**src/rtl/tqvp_irq_arbiter_pkg.sv**
```systemverilog
// Shared constants for the TinyQV interrupt arbiter peripheral: register map
// and CLAIM word layout.
package tqvp_irq_arbiter_pkg;

    localparam logic [5:0] ADDR_PENDING  = 6'h00;
    localparam logic [5:0] ADDR_ENABLE   = 6'h04;
    localparam logic [5:0] ADDR_EDGE_CFG = 6'h08;
    localparam logic [5:0] ADDR_SWTRIG   = 6'h0C;
    localparam logic [5:0] ADDR_CLAIM    = 6'h10;
    localparam logic [5:0] ADDR_COMPLETE = 6'h14;
    localparam logic [5:0] ADDR_STATUS   = 6'h18;

    localparam int unsigned NUM_SRC_MAX     = 7;
    localparam int unsigned CLAIM_VALID_BIT = 31;

endpackage

```
**src/rtl/tqvp_rr_pick.sv**
```systemverilog
// Combinational round-robin picker: first request at index >= ptr, wrapping to
// the lowest request when nothing sits at or above the pointer.
module tqvp_rr_pick #(
    parameter int unsigned NUM_SRC = 4
) (
    input  logic [NUM_SRC-1:0] req,
    input  logic [2:0]         ptr,
    output logic [2:0]         grant,
    output logic               valid
);

    logic       hi_found;
    logic [2:0] hi_grant;
    logic [2:0] lo_grant;

    // Descending scan so the last hit kept is the lowest index in each range.
    always_comb begin
        hi_found = 1'b0;
        hi_grant = 3'd0;
        lo_grant = 3'd0;
        for (int i = int'(NUM_SRC) - 1; i >= 0; i--) begin
            if (req[i]) begin
                lo_grant = 3'(i);
                if (i >= int'(ptr)) begin
                    hi_grant = 3'(i);
                    hi_found = 1'b1;
                end
            end
        end
        valid = |req;
        grant = hi_found ? hi_grant : lo_grant;
    end

endmodule

```
**src/rtl/tqvp_irq_arbiter.sv**
```systemverilog
// TinyQV peripheral sharing user_interrupt among NUM_SRC external sources with
// per-source enable/edge config, round-robin arbitration and claim/complete.
module tqvp_irq_arbiter
    import tqvp_irq_arbiter_pkg::*;
#(
    parameter int unsigned NUM_SRC = 4
) (
    input  logic        clk,
    input  logic        rst_n,
    input  logic [7:0]  ui_in,
    output logic [7:0]  uo_out,
    input  logic [5:0]  address,
    input  logic [31:0] data_in,
    input  logic [1:0]  data_write_n,
    input  logic [1:0]  data_read_n,
    output logic [31:0] data_out,
    output logic        data_ready,
    output logic        user_interrupt
);

    logic [NUM_SRC-1:0] pending_q, pending_d;
    logic [NUM_SRC-1:0] enable_q, enable_d;
    logic [NUM_SRC-1:0] edge_q, edge_d;
    logic [NUM_SRC-1:0] prev_in_q;
    logic               in_service_q, in_service_d;
    logic [2:0]         claimed_id_q, claimed_id_d;
    logic [2:0]         rr_ptr_q, rr_ptr_d;
    logic [31:0]        data_out_q, data_out_d;
    logic               data_ready_q;
    logic               rd_busy_q, rd_busy_d;
    logic               irq_q, irq_d;

    logic [NUM_SRC-1:0] src;
    logic [NUM_SRC-1:0] candidates;
    logic [NUM_SRC-1:0] set_mask, clr_mask;
    logic [2:0]         grant;
    logic               grant_valid;
    logic               wr, rd, rd_capture, claim_ok, claim;
    logic [31:0]        rdata;
    logic [7:0]         pend8;
    logic               unused;

    assign unused = ^{data_in[31:NUM_SRC], ui_in[7:NUM_SRC]};

    assign src        = ui_in[NUM_SRC-1:0];
    assign candidates = pending_q & enable_q;
    assign wr         = (data_write_n != 2'b11);
    assign rd         = (data_read_n != 2'b11);
    assign rd_capture = rd && !rd_busy_q;
    assign claim_ok   = grant_valid && !in_service_q;
    assign claim      = rd_capture && (address == ADDR_CLAIM) && claim_ok;

    tqvp_rr_pick #(
        .NUM_SRC(NUM_SRC)
    ) u_pick (
        .req   (candidates),
        .ptr   (rr_ptr_q),
        .grant (grant),
        .valid (grant_valid)
    );

    always_comb begin
        rdata = 32'h0;
        case (address)
            ADDR_PENDING:  rdata = 32'(pending_q);
            ADDR_ENABLE:   rdata = 32'(enable_q);
            ADDR_EDGE_CFG: rdata = 32'(edge_q);
            ADDR_CLAIM: begin
                if (claim_ok) begin
                    rdata[CLAIM_VALID_BIT] = 1'b1;
                    rdata[2:0]             = grant;
                end
            end
            ADDR_STATUS:   rdata = {24'h0, in_service_q, 4'h0, claimed_id_q};
            default:       rdata = 32'h0;
        endcase
    end

    always_comb begin
        set_mask = (edge_q & src & ~prev_in_q) | (~edge_q & src);
        if (wr && address == ADDR_SWTRIG) begin
            set_mask = set_mask | data_in[NUM_SRC-1:0];
        end
        clr_mask = '0;
        if (wr && address == ADDR_PENDING) begin
            clr_mask = data_in[NUM_SRC-1:0];
        end
        for (int i = 0; i < int'(NUM_SRC); i++) begin
            if (claim && grant == 3'(i)) begin
                clr_mask[i] = 1'b1;
            end
        end
        // Set wins over a simultaneous clear.
        pending_d = (pending_q & ~clr_mask) | set_mask;

        enable_d = (wr && address == ADDR_ENABLE) ? data_in[NUM_SRC-1:0] : enable_q;
        edge_d   = (wr && address == ADDR_EDGE_CFG) ? data_in[NUM_SRC-1:0] : edge_q;

        in_service_d = in_service_q;
        claimed_id_d = claimed_id_q;
        rr_ptr_d     = rr_ptr_q;
        if (claim) begin
            in_service_d = 1'b1;
            claimed_id_d = grant;
            rr_ptr_d     = (grant == 3'(NUM_SRC - 1)) ? 3'd0 : grant + 3'd1;
        end else if (wr && address == ADDR_COMPLETE) begin
            in_service_d = 1'b0;
        end

        data_out_d = rd_capture ? rdata : data_out_q;
        rd_busy_d  = rd_capture ? 1'b1 : (rd ? rd_busy_q : 1'b0);
        irq_d      = !in_service_d && |(pending_d & enable_d);
    end

    always_ff @(posedge clk or negedge rst_n) begin
        if (!rst_n) begin
            pending_q    <= '0;
            enable_q     <= '0;
            edge_q       <= '0;
            prev_in_q    <= '1;
            in_service_q <= 1'b0;
            claimed_id_q <= 3'd0;
            rr_ptr_q     <= 3'd0;
            data_out_q   <= 32'h0;
            data_ready_q <= 1'b0;
            rd_busy_q    <= 1'b0;
            irq_q        <= 1'b0;
        end else begin
            pending_q    <= pending_d;
            enable_q     <= enable_d;
            edge_q       <= edge_d;
            prev_in_q    <= src;
            in_service_q <= in_service_d;
            claimed_id_q <= claimed_id_d;
            rr_ptr_q     <= rr_ptr_d;
            data_out_q   <= data_out_d;
            data_ready_q <= rd_capture;
            rd_busy_q    <= rd_busy_d;
            irq_q        <= irq_d;
        end
    end

    assign pend8          = 8'(pending_q);
    assign uo_out         = {in_service_q, claimed_id_q, pend8[3:0]};
    assign data_out       = data_out_q;
    assign data_ready     = data_ready_q;
    assign user_interrupt = irq_q;

endmodule
```
**config.mk**
```make
export PLATFORM = sky130hd
export DESIGN_NAME = tqvp_irq_arbiter
export DESIGN_NICKNAME = d
export VERILOG_FILES = /design/src/rtl/tqvp_irq_arbiter_pkg.sv /design/src/rtl/tqvp_rr_pick.sv /design/src/rtl/tqvp_irq_arbiter.sv
export SDC_FILE = /design/constraint.sdc
export NUM_CORES = 1
export LEC_CHECK = 0
export ABC_AREA = 1
export CORE_MARGIN = 1.5
export CORE_UTILIZATION = 35
export DETAILED_ROUTE_END_ITERATION = 16
export PLACE_DENSITY = 0.69
export SLEW_MARGIN = 15
export SYNTH_ARGS = -nofsm -noshare
export SYNTH_HDL_FRONTEND = slang
export SYNTH_SLANG_ARGS = --single-unit
```
**constraint.sdc**
```tcl
create_clock -name clk -period 2.05 [get_ports clk]
set_input_delay 0.5125 -clock clk [delete_from_list [all_inputs] [get_ports clk]]
set_output_delay 0.5125 -clock clk [all_outputs]
set_load 0.03 [all_outputs]
```
**Signal wires on met2**

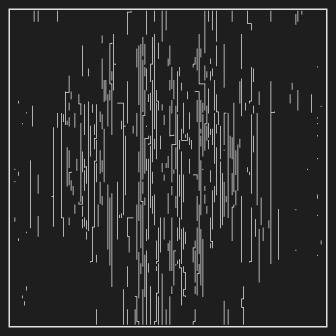
share of all routed wire	51%
main direction	vertical
GRT met2 Usage: 0.2665
Post-Route WL: 3982 um
via count: 1509

**Local utilization**

The bar under the picture is 20 um long. 7 x 7 tiles, from black (low) to pale yellow (high), 0 to 100% covered.
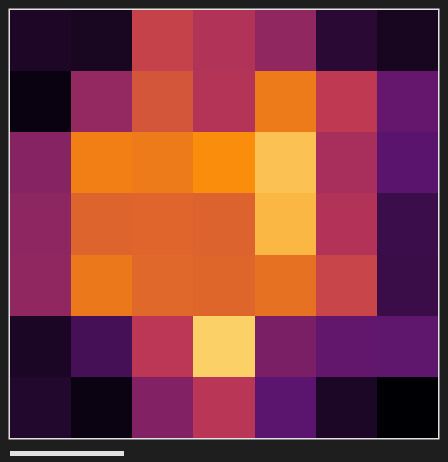
tiles over 75% full	8.2%
nearly empty tiles	2.0%
densest ninth of the die	middle
fullest tile	90%
final core utilization: 0.4744
initial core utilization: 0.3596
Core Footprint: 0.005042 mm^2

**The metal 1 layer**

The bar under the picture is 20 um long.
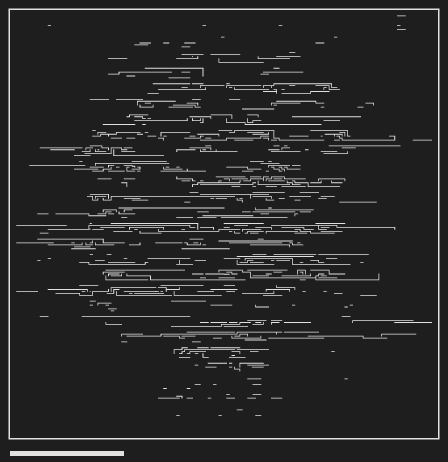
share of all routed wire	44%
main direction	horizontal
met1 Use GR: 0.1939

**Routed metal per tile**

The bar under the picture is 20 um long. 15 x 15 tiles, from black (low) to pale yellow (high), scaled to the fullest tile. Values are wire area over tile area, all layers added.
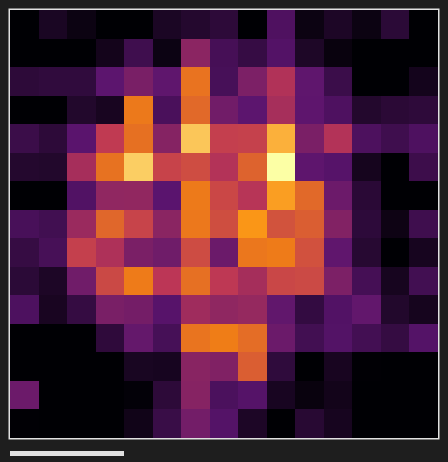
mean over tiles	0.11
fullest tile	0.45
tiles over half the peak	18%
nearly empty tiles	21%
Total GRT Usage: 0.1537
drt wl/cell: 11.41 um

**Routing congestion map**

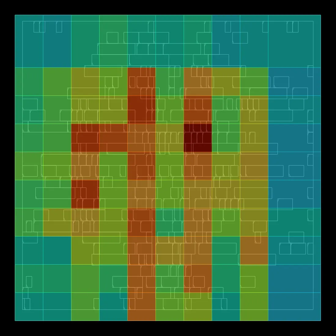
met3 track demand over resource: 0.03614
global route hottest layer: met2

==> results_slide.txt <==
Run Summary

Yosys
  – Avg Inst Size Synth: roughly 8 um^2
  – Mux cell area share after synthesis: 0.008282
  – Unique cell types: 31
  – Yosys adder share: 0.02761
  – AO/OA Area Share: 0.1111
  – Synth Seq Share: 0.4168
  – Basic Gates by Area: 0.2843
  – Flops after synth: 30
  – Xor+xnor area frac: 0
  – Synth Instances: 220
  – Yosys stat chip area: 0.001813 mm^2
  – Top comb family, area: simple AND/OR/NAND/NOR gates
  – Post-synthesis cell area: 0.001813 mm^2
  – Number of cells in Yosys stat: 220
  – Syn. warnings: 0

Clock network
  – Clock sinks: 30
  – H-tree depth: 2
  – TritonCTS buffer count: 5
  – CTS tree: built
  – Clock tree buffer depth: 2
  – Clock-pin slew on the worst setup and hold paths: 0.06 ns
  – Clk latency late pin: 0.28 ns
  – Post-CTS Hold Buffers: 0
  – Root buffer cell: clkbuf_8

Timing
  – Final Hold Fails: 0
  – Final Cycle Share: 0.9996
  – RSZ-0062 raised after global routing: true
  – Final Skew: about 0.0071 ns
  – Fmax: 0.4880 GHz
  – Post-layout minimum cycle time: 2.049 ns
  – Setup ws final: ~0.0008 ns
  – Final Setup Violations: 0
  – Max-slew violations: 0

Critical path
  – CP Depth: 13
  – WP data required: between 2 and 2.5 ns
  – CP top delay family: simple AND/OR/NAND/NOR gates
  – Most frequent CP cell: nand2_1
  – Crit-path max FO: 4
  – Worst Path Buf+Inv: 1
  – Crit start category: flip-flop
  – R2R depth: 13
  – Worst path arrival time: between 2 and 2.5 ns
  – Critical path class: reg -> reg
  – Worst path cell trace: or2_1 -> nor2_1 -> nor2_1 -> o21ai_1 -> inv_1 -> ha_1 -> nand4_1 -> nand2_1 -> nand2_1 -> nand2_1 -> nand2_1 -> nor2_2 -> nor2_1
  – Worst R2R Setup Slack: about 0.00080 ns
  – Crit-path max cell delay: 0.41 ns
  – Critical Path End Type: flip-flop
  – Critical path's slowest cell: dfrtp_1

Route
  – DR pass1 iterations: 4
  – 1st-iter DRT viols: 98
  – Vias per inst: around 4.3
  – Antenna-violating nets left: 0
  – DRC: 0

Layout
  – Most numerous logic cell after layout: nand2_1
  – Sequential cell area: 755.7 um^2
  – Combinational Area: a little over 900 um^2
  – FILL cells: 491
  – Antenna cells: 0
  – Top cells excl fill/tap: nand2_1, clkdlybuf4s50_1, conb_1, dfrtp_1, buf_4
  – Layout Nets: about 330
  – Layout cells sized above 1: 0.2330
  – Synth-to-Final Area Change: 31.95%

Outcome
  – Status: finished clean

Die
  – Chip area: 0.005621 mm^2
  – Die Wd: 74.97 um
  – Row cnt: 26
  – DIE HEIGHT: ~75 um
  – IO Count: around 94

Run
  – Max Cap Viol: 0
  – Log Warnings: 62

Hold path
  – Hold Crit Class: reg -> reg
  – Hold path cells: 2

Global routing
  – Largest net degree at the start of global routing: 31
  – Total grt overflow: 0
  – Vias in the first global route: between 1000 and 1500
  – Initial antenna violation count: 0
  – Global-route wire length before repair: ~6500 um

Place
  – Dpl ws: -0.1530 ns
  – Port bufs: 34
  – DP Wirelength: between 3000 and 4000 um
  – GPL Wtd Cong: around 0.91

Power and ir drop
  – Pwr/cell area: ~700 mW/mm^2
  – Power Total: ~1.7 mW
  – P_leak: between 1 and 1.5 nW
  – Maximum vdd drop: 0.0003792 V
-- cells in the mapped netlist --
master    number  area share
conb_1         1      0.0021
inv_2          5       0.010
o21ai_1        7       0.019
nand3_1        6       0.017
a21oi_1        2      0.0055
a21boi_0       2      0.0083
or2_1          1      0.0035
nand2_2        3       0.010
a21boi_1       1      0.0041
o21ai_0        2      0.0055
nor2_2         5       0.017
a22oi_1        7       0.029
o21ai_2        5       0.024
o22ai_1        1      0.0035
nand3_2        2       0.011
nor3_1         1      0.0028
nand2_4        2       0.012
inv_1         10       0.021
buf_2          1      0.0028
buf_4         28        0.12
dfstp_2        4       0.058
nand4_1        5       0.017
nor2_4         2       0.012
nand2_1       72        0.15
a21oi_2        1      0.0048
nor3_2         2       0.011
o31ai_2        1      0.0069
dfrtp_1       26        0.36
nor2_1        10       0.021
mux2_4         1      0.0083
ha_1           4       0.028
-- tightest hold or removal path, delay by kind of cell (launching register included) --
kind / cells / cell delay [ns]
DFF: 1 / 0.34
and+or+nand+nor: 2 / 0.12
-- timing repair --
| item | CTS | global route |
|---|---|---|
| endpoints found under the hold margin | 0 | 0 |
| gates resized | 0 | 7 |
| endpoints found under the setup margin | 0 | 1 |
| buffers inserted | 0 | 1 |
-- metal layers --
layer,global-route usage,up-vias,part of all wire
li1,-,772,-
met1,0.1939,691,0.44
met2,0.2665,41,0.51
met3,0.03614,5,0.040
met4,0.03636,0,0.0083
met5,0,-,0
-- per-stage QoR --
stage	TNS, ns	hold slack, ns	instances	utilization	instance area, um^2
after floorplan	0	0.2169	246	-	1911
after global placement	-0.1158	0.4713	340	0.4494	2266
after detailed placement	-0.1988	0.4727	340	0.4494	2266
after CTS	0	0.4868	348	0.4675	2357
after global routing	-0.1162	0.5071	349	0.4744	2392
final	0	0.4835	349	0.4744	2392
-- report_power, final --
group / internal, mW / switching [mW]
sequential: 0.642 / 0.0347
clock: 0.270 / 0.212
combinational: 0.184 / 0.327
total: 1.10 / 0.573
-- sequential cells by signal, indices dropped and copies added, names as in the netlist --
signal / cells
rd_busy_q: 1
data_out: 6
data_ready: 1
in_service_q: 1
enable_q: 4
claimed_id_q: 2
rr_ptr_q: 2
edge_q: 4
prev_in_q: 4
user_interrupt: 1
pending_q: 4
-- worst paths after layout --
check | from | to
setup / recovery | rr_ptr_q[1]$_DFFE_PN0P_ | user_interrupt$_DFF_PN0_
hold / removal | data_out[2]$_DFFE_PN0P_ | data_out[2]$_DFFE_PN0P_
setup reg to reg | rr_ptr_q[1]$_DFFE_PN0P_ | user_interrupt$_DFF_PN0_
hold reg to reg | data_out[2]$_DFFE_PN0P_ | data_out[2]$_DFFE_PN0P_
max in group asynchronous | rst_n | prev_in_q[2]$_DFF_PN1_
min in group asynchronous | rst_n | data_out[31]$_DFFE_PN0P_
-- cell type report --
type / instances / share of cell area
Multi-Input combinational cell: 172 / 0.3808
Sequential cell: 30 / 0.3159
Timing Repair Buffer: 54 / 0.2050
Tap cell: 70 / 0.03661
Clock buffer: 7 / 0.03609
Inverter: 15 / 0.02354
Clock inverter: 1 / 0.002092
Power and IR drop assume default switching activity.
